<file path="src/rtl/cte_pkg.sv">
// Shared definitions for the CTE colour-transform stage.
// Holds the input-FSM and output-beat encodings, the fixed-point colour
// coefficients (8 fraction bits), the rounding offsets, the clip bounds
// and a small saturating clip helper used by the arithmetic block.
package cte_pkg;

    typedef enum logic [1:0] {
        IN_P0   = 2'd0,
        IN_P1   = 2'd1,
        IN_FULL = 2'd2
    } in_state_t;

    typedef enum logic [1:0] {
        BEAT_U  = 2'd0,
        BEAT_Y0 = 2'd1,
        BEAT_V  = 2'd2,
        BEAT_Y1 = 2'd3
    } beat_t;

    // Width of the signed intermediates; wide enough that no sum of
    // products overflows before clipping.
    localparam int MATH_W = 20;

    // Luma coefficients
    localparam logic signed [MATH_W-1:0] C_YR =  20'sd77;
    localparam logic signed [MATH_W-1:0] C_YG =  20'sd150;
    localparam logic signed [MATH_W-1:0] C_YB =  20'sd29;
    // U coefficients (applied to pair sums)
    localparam logic signed [MATH_W-1:0] C_UR = -20'sd43;
    localparam logic signed [MATH_W-1:0] C_UG = -20'sd85;
    localparam logic signed [MATH_W-1:0] C_UB =  20'sd128;
    // V coefficients (applied to pair sums)
    localparam logic signed [MATH_W-1:0] C_VR =  20'sd128;
    localparam logic signed [MATH_W-1:0] C_VG = -20'sd107;
    localparam logic signed [MATH_W-1:0] C_VB = -20'sd21;

    // Half-LSB offsets: luma shifts by 8, chroma by 9 (pair sum halves it)
    localparam logic signed [MATH_W-1:0] RND_Y = 20'sd128;
    localparam logic signed [MATH_W-1:0] RND_C = 20'sd256;

    // Clip bounds
    localparam logic signed [MATH_W-1:0] Y_MIN =  20'sd0;
    localparam logic signed [MATH_W-1:0] Y_MAX =  20'sd255;
    localparam logic signed [MATH_W-1:0] C_MIN = -20'sd128;
    localparam logic signed [MATH_W-1:0] C_MAX =  20'sd127;

    function automatic logic signed [MATH_W-1:0] clip(
        input logic signed [MATH_W-1:0] x,
        input logic signed [MATH_W-1:0] lo,
        input logic signed [MATH_W-1:0] hi
    );
        if (x < lo)      return lo;
        else if (x > hi) return hi;
        else             return x;
    endfunction

endpackage

</file>
<file path="src/rtl/rgb_pair_yuv_math.sv">
// Purely combinational RGB-pair to YUV 4:2:2 arithmetic.
// Ports:
//   pix0_i, pix1_i : {R,G,B} unsigned 8-bit channels of the stored pair
//   u_o, v_o       : chroma from the pair sums, two's complement, clipped
//   y0_o, y1_o     : per-pixel luma, unsigned, clipped
module rgb_pair_yuv_math
    import cte_pkg::*;
#(
    parameter int COEF_FRAC = 8,
    parameter int OUT_W     = 8
) (
    input  logic [23:0]      pix0_i,
    input  logic [23:0]      pix1_i,
    output logic [OUT_W-1:0] u_o,
    output logic [OUT_W-1:0] y0_o,
    output logic [OUT_W-1:0] v_o,
    output logic [OUT_W-1:0] y1_o
);

    logic signed [MATH_W-1:0] r0, g0, b0, r1, g1, b1;
    logic signed [MATH_W-1:0] rs, gs, bs;
    logic signed [MATH_W-1:0] y0_w, y1_w, u_w, v_w;

    assign r0 = MATH_W'(pix0_i[23:16]);
    assign g0 = MATH_W'(pix0_i[15:8]);
    assign b0 = MATH_W'(pix0_i[7:0]);
    assign r1 = MATH_W'(pix1_i[23:16]);
    assign g1 = MATH_W'(pix1_i[15:8]);
    assign b1 = MATH_W'(pix1_i[7:0]);

    assign rs = r0 + r1;
    assign gs = g0 + g1;
    assign bs = b0 + b1;

    assign y0_w = (C_YR * r0 + C_YG * g0 + C_YB * b0 + RND_Y) >>> COEF_FRAC;
    assign y1_w = (C_YR * r1 + C_YG * g1 + C_YB * b1 + RND_Y) >>> COEF_FRAC;

    // Pair sums carry one extra bit, so chroma shifts one further to average.
    assign u_w = (C_UR * rs + C_UG * gs + C_UB * bs + RND_C) >>> (COEF_FRAC + 1);
    assign v_w = (C_VR * rs + C_VG * gs + C_VB * bs + RND_C) >>> (COEF_FRAC + 1);

    assign y0_o = OUT_W'(clip(y0_w, Y_MIN, Y_MAX));
    assign y1_o = OUT_W'(clip(y1_w, Y_MIN, Y_MAX));
    assign u_o  = OUT_W'(clip(u_w, C_MIN, C_MAX));
    assign v_o  = OUT_W'(clip(v_w, C_MIN, C_MAX));

endmodule

</file>
<file path="src/rtl/rgb_to_yuv.sv">
// Forward colour transform: 24-bit RGB pixel stream in, 8-bit 4:2:2
// byte stream out in the order U, Y0, V, Y1 (one byte per cycle).
// Ports:
//   clk       : rising-edge clock
//   reset     : asynchronous active-low reset
//   in_en     : rgb_in valid; accepted on an edge with in_en=1 and busy=0
//   rgb_in    : {R[23:16], G[15:8], B[7:0]}
//   busy      : current rgb_in is not accepted this cycle
//   out_valid : yuv_out holds a valid byte
//   yuv_out   : current output byte (U/V signed, Y unsigned)
module rgb_to_yuv
    import cte_pkg::*;
#(
    parameter int COEF_FRAC = 8,
    parameter int OUT_W     = 8
) (
    input  logic             clk,
    input  logic             reset,
    input  logic             in_en,
    input  logic [23:0]      rgb_in,
    output logic             busy,
    output logic             out_valid,
    output logic [OUT_W-1:0] yuv_out
);

    in_state_t        state_q, state_d;
    beat_t            beat_q, beat_d;
    logic             active_q, active_d;
    logic [23:0]      pix0_q, pix1_q;
    logic [OUT_W-1:0] u_q, y0_q, v_q, y1_q;
    logic [OUT_W-1:0] u_w, y0_w, v_w, y1_w;

    logic transfer;
    logic accept;
    logic load_p0;
    logic load_p1;

    rgb_pair_yuv_math #(
        .COEF_FRAC (COEF_FRAC),
        .OUT_W     (OUT_W)
    ) u_math (
        .pix0_i (pix0_q),
        .pix1_i (pix1_q),
        .u_o    (u_w),
        .y0_o   (y0_w),
        .v_o    (v_w),
        .y1_o   (y1_w)
    );

    // Input FSM: state register
    always_ff @(posedge clk or negedge reset) begin
        if (!reset) state_q <= IN_P0;
        else        state_q <= state_d;
    end

    // Input FSM: next state. A transfer frees the pair slot in the same
    // edge, so a pixel accepted then is pixel 0 of the next pair.
    always_comb begin
        state_d = state_q;
        unique case (state_q)
            IN_P0:   if (accept)   state_d = IN_P1;
            IN_P1:   if (accept)   state_d = IN_FULL;
            IN_FULL: if (transfer) state_d = accept ? IN_P1 : IN_P0;
            default:               state_d = IN_P0;
        endcase
    end

    // Input FSM: outputs / handshake
    always_comb begin
        transfer = (state_q == IN_FULL) && (!active_q || (beat_q == BEAT_Y1));
        busy     = (state_q == IN_FULL) && !transfer;
        accept   = in_en && !busy;
        load_p0  = accept && (state_q != IN_P1);
        load_p1  = accept && (state_q == IN_P1);
    end

    always_ff @(posedge clk or negedge reset) begin
        if (!reset) begin
            pix0_q <= '0;
            pix1_q <= '0;
        end else begin
            if (load_p0) pix0_q <= rgb_in;
            if (load_p1) pix1_q <= rgb_in;
        end
    end

    // Output beat sequencing; beat stays at Y1 after the burst so the
    // last byte keeps showing while idle.
    always_comb begin
        active_d = active_q;
        beat_d   = beat_q;
        if (transfer) begin
            active_d = 1'b1;
            beat_d   = BEAT_U;
        end else if (active_q) begin
            if (beat_q == BEAT_Y1) active_d = 1'b0;
            else                   beat_d   = beat_t'(beat_q + 2'd1);
        end
    end

    always_ff @(posedge clk or negedge reset) begin
        if (!reset) begin
            active_q <= 1'b0;
            beat_q   <= BEAT_U;
            u_q      <= '0;
            y0_q     <= '0;
            v_q      <= '0;
            y1_q     <= '0;
        end else begin
            active_q <= active_d;
            beat_q   <= beat_d;
            if (transfer) begin
                u_q  <= u_w;
                y0_q <= y0_w;
                v_q  <= v_w;
                y1_q <= y1_w;
            end
        end
    end

    assign out_valid = active_q;

    always_comb begin
        yuv_out = u_q;
        unique case (beat_q)
            BEAT_U:  yuv_out = u_q;
            BEAT_Y0: yuv_out = y0_q;
            BEAT_V:  yuv_out = v_q;
            BEAT_Y1: yuv_out = y1_q;
            default: yuv_out = u_q;
        endcase
    end

endmodule

</file>
<file path="config.mk">
export PLATFORM = sky130hd
export DESIGN_NAME = rgb_to_yuv
export DESIGN_NICKNAME = d
export VERILOG_FILES = /design/src/rtl/cte_pkg.sv /design/src/rtl/rgb_pair_yuv_math.sv /design/src/rtl/rgb_to_yuv.sv
export SDC_FILE = /design/constraint.sdc
export NUM_CORES = 1
export LEC_CHECK = 0
export ABC_AREA = 1
export CORE_ASPECT_RATIO = 1.5
export CORE_MARGIN = 3
export CORE_UTILIZATION = 59
export CTS_CLUSTER_SIZE = 25
export DETAILED_ROUTE_END_ITERATION = 16
export GPL_ROUTABILITY_DRIVEN = 0
export PLACE_DENSITY = 0.76
export SKIP_LAST_GASP = 1
export SLEW_MARGIN = 10
export SYNTH_ARGS = -nofsm -noshare
export SYNTH_HDL_FRONTEND = slang
export SYNTH_SLANG_ARGS = --single-unit
</file>
<file path="constraint.sdc">
create_clock -name clk -period 14.25 [get_ports clk]
set_input_delay 2.1375 -clock clk [delete_from_list [all_inputs] [get_ports clk]]
set_output_delay 2.1375 -clock clk [all_outputs]
set_load 0.005 [all_outputs]
</file>
Met1 routing:
Drawn at 2 px/µm. Supply wires on this layer in gray.
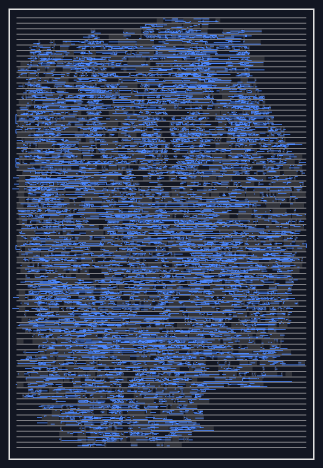
wire length on this layer: 16600 µm
nets with wire on the layer: 2880

==> CHANGELOG.md <==
### Physical design

- Die Width: 151 µm
- Hold Fails Final Rpt: 0
- Initial Util: 60.2%
- CP Buf/Inv Count: 5
- Drt pass-1 iters: 13
- Layout Cells excl Fill: 2774
- Full die area: 34000 µm²
- Initial antenna violation count: 0
- Startpoint types: flip-flop
- Reg2Reg Setup Slack: 6.98 ns
- Pins Over Slew Limit: 0
- Post-Route WL: 47100 µm
- First-pass GRT wire length: 78800 µm
- GR peak layer: met2
- Post-synth top area cell: ha_1
- Residual DRC: 1
- Port bufs: 36
- CP endpoint: v_q[1]
- Crit path largest cell delay: 0.54 ns
- Mapped Area: 18700 µm²
- Most frequent cells in the layout: inv_1, ha_1, nand2_1
- Crit share post-route: 51.0%
- Final nets: 3010
- Synth top area cells: ha_1, fa_1, inv_1
- Number of max-cap violations: 0
- # setup viols final: 0
- DP Worst Slack: 6.98 ns
- CTS clock-pin slew for the worst setup and hold paths: 0.07 ns
- Post-CTS Setup Bufs: 0
- GR met3 Demand/Resource: 3.27%
- I/O pins: 37
- GR met2 Demand/Resource: 54.9%
- Clock sinks: 85
- OpenROAD warning count: 45
- Post-synth EDFFs: 0
- Num CTS Buffers: 9
- CTS tree: built
- Synth Seq Share: 11.4%
- Final worst setup slack: 6.98 ns
- GRT Total Usage: 29.7%
- Post-CTS resize count: 0
- Placed inst area: 19500 µm²
- Unrepaired setup endpoints after global routing: false
- Floorplan row count: 79
- Gate Count Post-Synth: 2333
- Avg Vias per Cell: 5.47
- Yosys cell count: 2333
- Share of cells above drive strength 1: 2.24%
- Status: finished, violations left
- Clk buf depth: 2
- Asr flop ratio synth: 100%
- Req. time, crit path: 14.52 ns
- Relative max-transition margin: 35.2%
- Share of the synthesized area in the top cell type: 28.7%
- Worst Reg-to-Reg Cells: 34
- Area grow syn2layout: 5.93%
- Failing checks: DRC
- Syn_area_per_cell: 8.03 µm²
- Clk ins delay skew pair: 0.38 ns
- Largest net degree at the start of global routing: 62
- Cell mode on critical path: nand2_1
- Max FO, Critical Path: 7
- Post-synth cell types: 45
- Synth Register Bits: 85
- Design Area, Final: 19800 µm²
- RR Endpoint: v_q[1]
- Crit Path Class: flip-flop to flip-flop
- Critical R2R Launch: pix1_q[0]
- Cell depth of the worst setup path: 34
- Largest delay share family, worst path: adder cells
- Maximum clock rate: 137 MHz
- Commonest Layout Cell: inv_1
- Main flop type: dfrtp_1
- Crit path arrival time: 7.54 ns
- Total core area: 31100 µm²
- Placed Instances: 2758
- Slowest stage cell, crit path: fa_1
- Nets at Floorplan: 2979
- DRT iter0 DRCs: 542
- Yosys stat chip area: 18700 µm²
- Via count: 15200
- CP Capture Type: flip-flop
- Overall die height: 224 µm
- Root Buffer: clkbuf_16
- Antenna-violating nets left: 0
- N_diodes: 0
- Gr ovfl total: 0
- Worst Tran Pin Value: 0.973 ns
- Dpl hpwl: 41100 µm
- Clk_skew: 0.00748 ns
- Hold buffer count at cts: 0
- Vias in the first global route: 16600
- Yosys Warn Count: 0
- Critical path launch point: pix1_q[0]
- WL/cell: 17.0 µm
- Hold Path Class: flip-flop to flip-flop
- Fin Setup TNS: 0 ns
- Min cycle time layout: 7.27 ns
- M1 GR Usage: 30.2%
- H-Tree Depth: 3
Signal wires on met2:
Drawn at 2 px/µm.
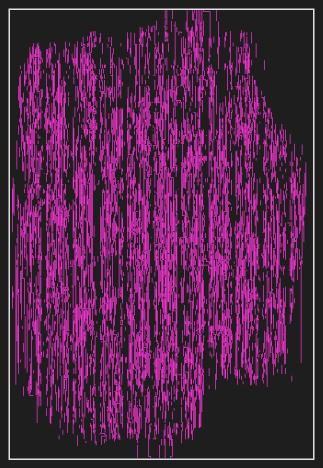
main direction: vertical
longest straight run: 75.8 µm

## worst min-delay path: cells and delay by family, from the launching register on
kind / cells / cell delay, ns
flip-flops: 1 / 0.35
AND/OR/NAND/NOR: 2 / 0.11
## logic make-up after synthesis
group           share of synthesized area [%]
xor+xnor                                 4.39
buf+inv                                  12.6
flops                                    11.4
simple gates                             13.6
fa+ha+maj                                49.0
compound gates                           9.11
## synthesized netlist by cell type, types with 3 or more instances
library cell  number
inv_1            602
ha_1             429
nand2_1          378
fa_1             190
a21oi_1          137
nor2_1           112
o21ai_0           93
dfrtp_1           85
nand3_1           60
xor2_1            53
xnor2_1           39
o21bai_1          15
clkbuf_1          13
nand4_1           12
nor3_1            11
nand2_2            8
o21a_1             8
o21ai_1            8
a21o_1             7
a22o_1             7
a31oi_1            7
o211ai_1           7
nor4_1             6
nand3_2            5
buf_4              4
inv_2              4
nand3b_1           4
a21oi_2            3
nand2_4            3
o2111ai_1          3
## per-layer routing
metal	share of wire (%)	up-vias	wire, µm
met4	9.0	0	4250
met1	35	7273	16600
met2	53	353	24800
met5	0	-	0
met3	3.1	179	1480
li1	-	7356	-
## through the flow
stage	hold WS [ns]	util (%)
after floorplan	0.449	-
after global placement	0.476	62.7
after detailed placement	0.473	62.7
after CTS	0.489	63.7
after global routing	0.509	63.7
final	0.494	63.7
## cell type report
cell class,instances,area [µm²]
clock buffer,10,239
clock inverter,6,68.8
fill,2706,11300
inverter,606,2270
multi-input combinational,1623,14200
sequential,85,2130
tap,405,507
timing repair buffer,39,380
## worst min path at each step
stage | start | endpoint | slack, ns | cells after the start
6_report | u_q[1] | u_q[1] | 0.49 | 2
4_1_cts | v_q[6] | v_q[6] | 0.49 | 2
2_1_floorplan | u_q[0] | u_q[0] | 0.45 | 2
5_1_grt | v_q[6] | v_q[6] | 0.51 | 2
3_3_place_gp | u_q[1] | u_q[1] | 0.48 | 2
3_5_place_dp | u_q[1] | u_q[1] | 0.47 | 2
## registers in the layout (all words and copies together), names as in the netlist
name,flops
out_valid,1
u_q,8
pix1_q,24
state_q,2
beat_q,2
pix0_q,24
y1_q,8
y0_q,8
v_q,8
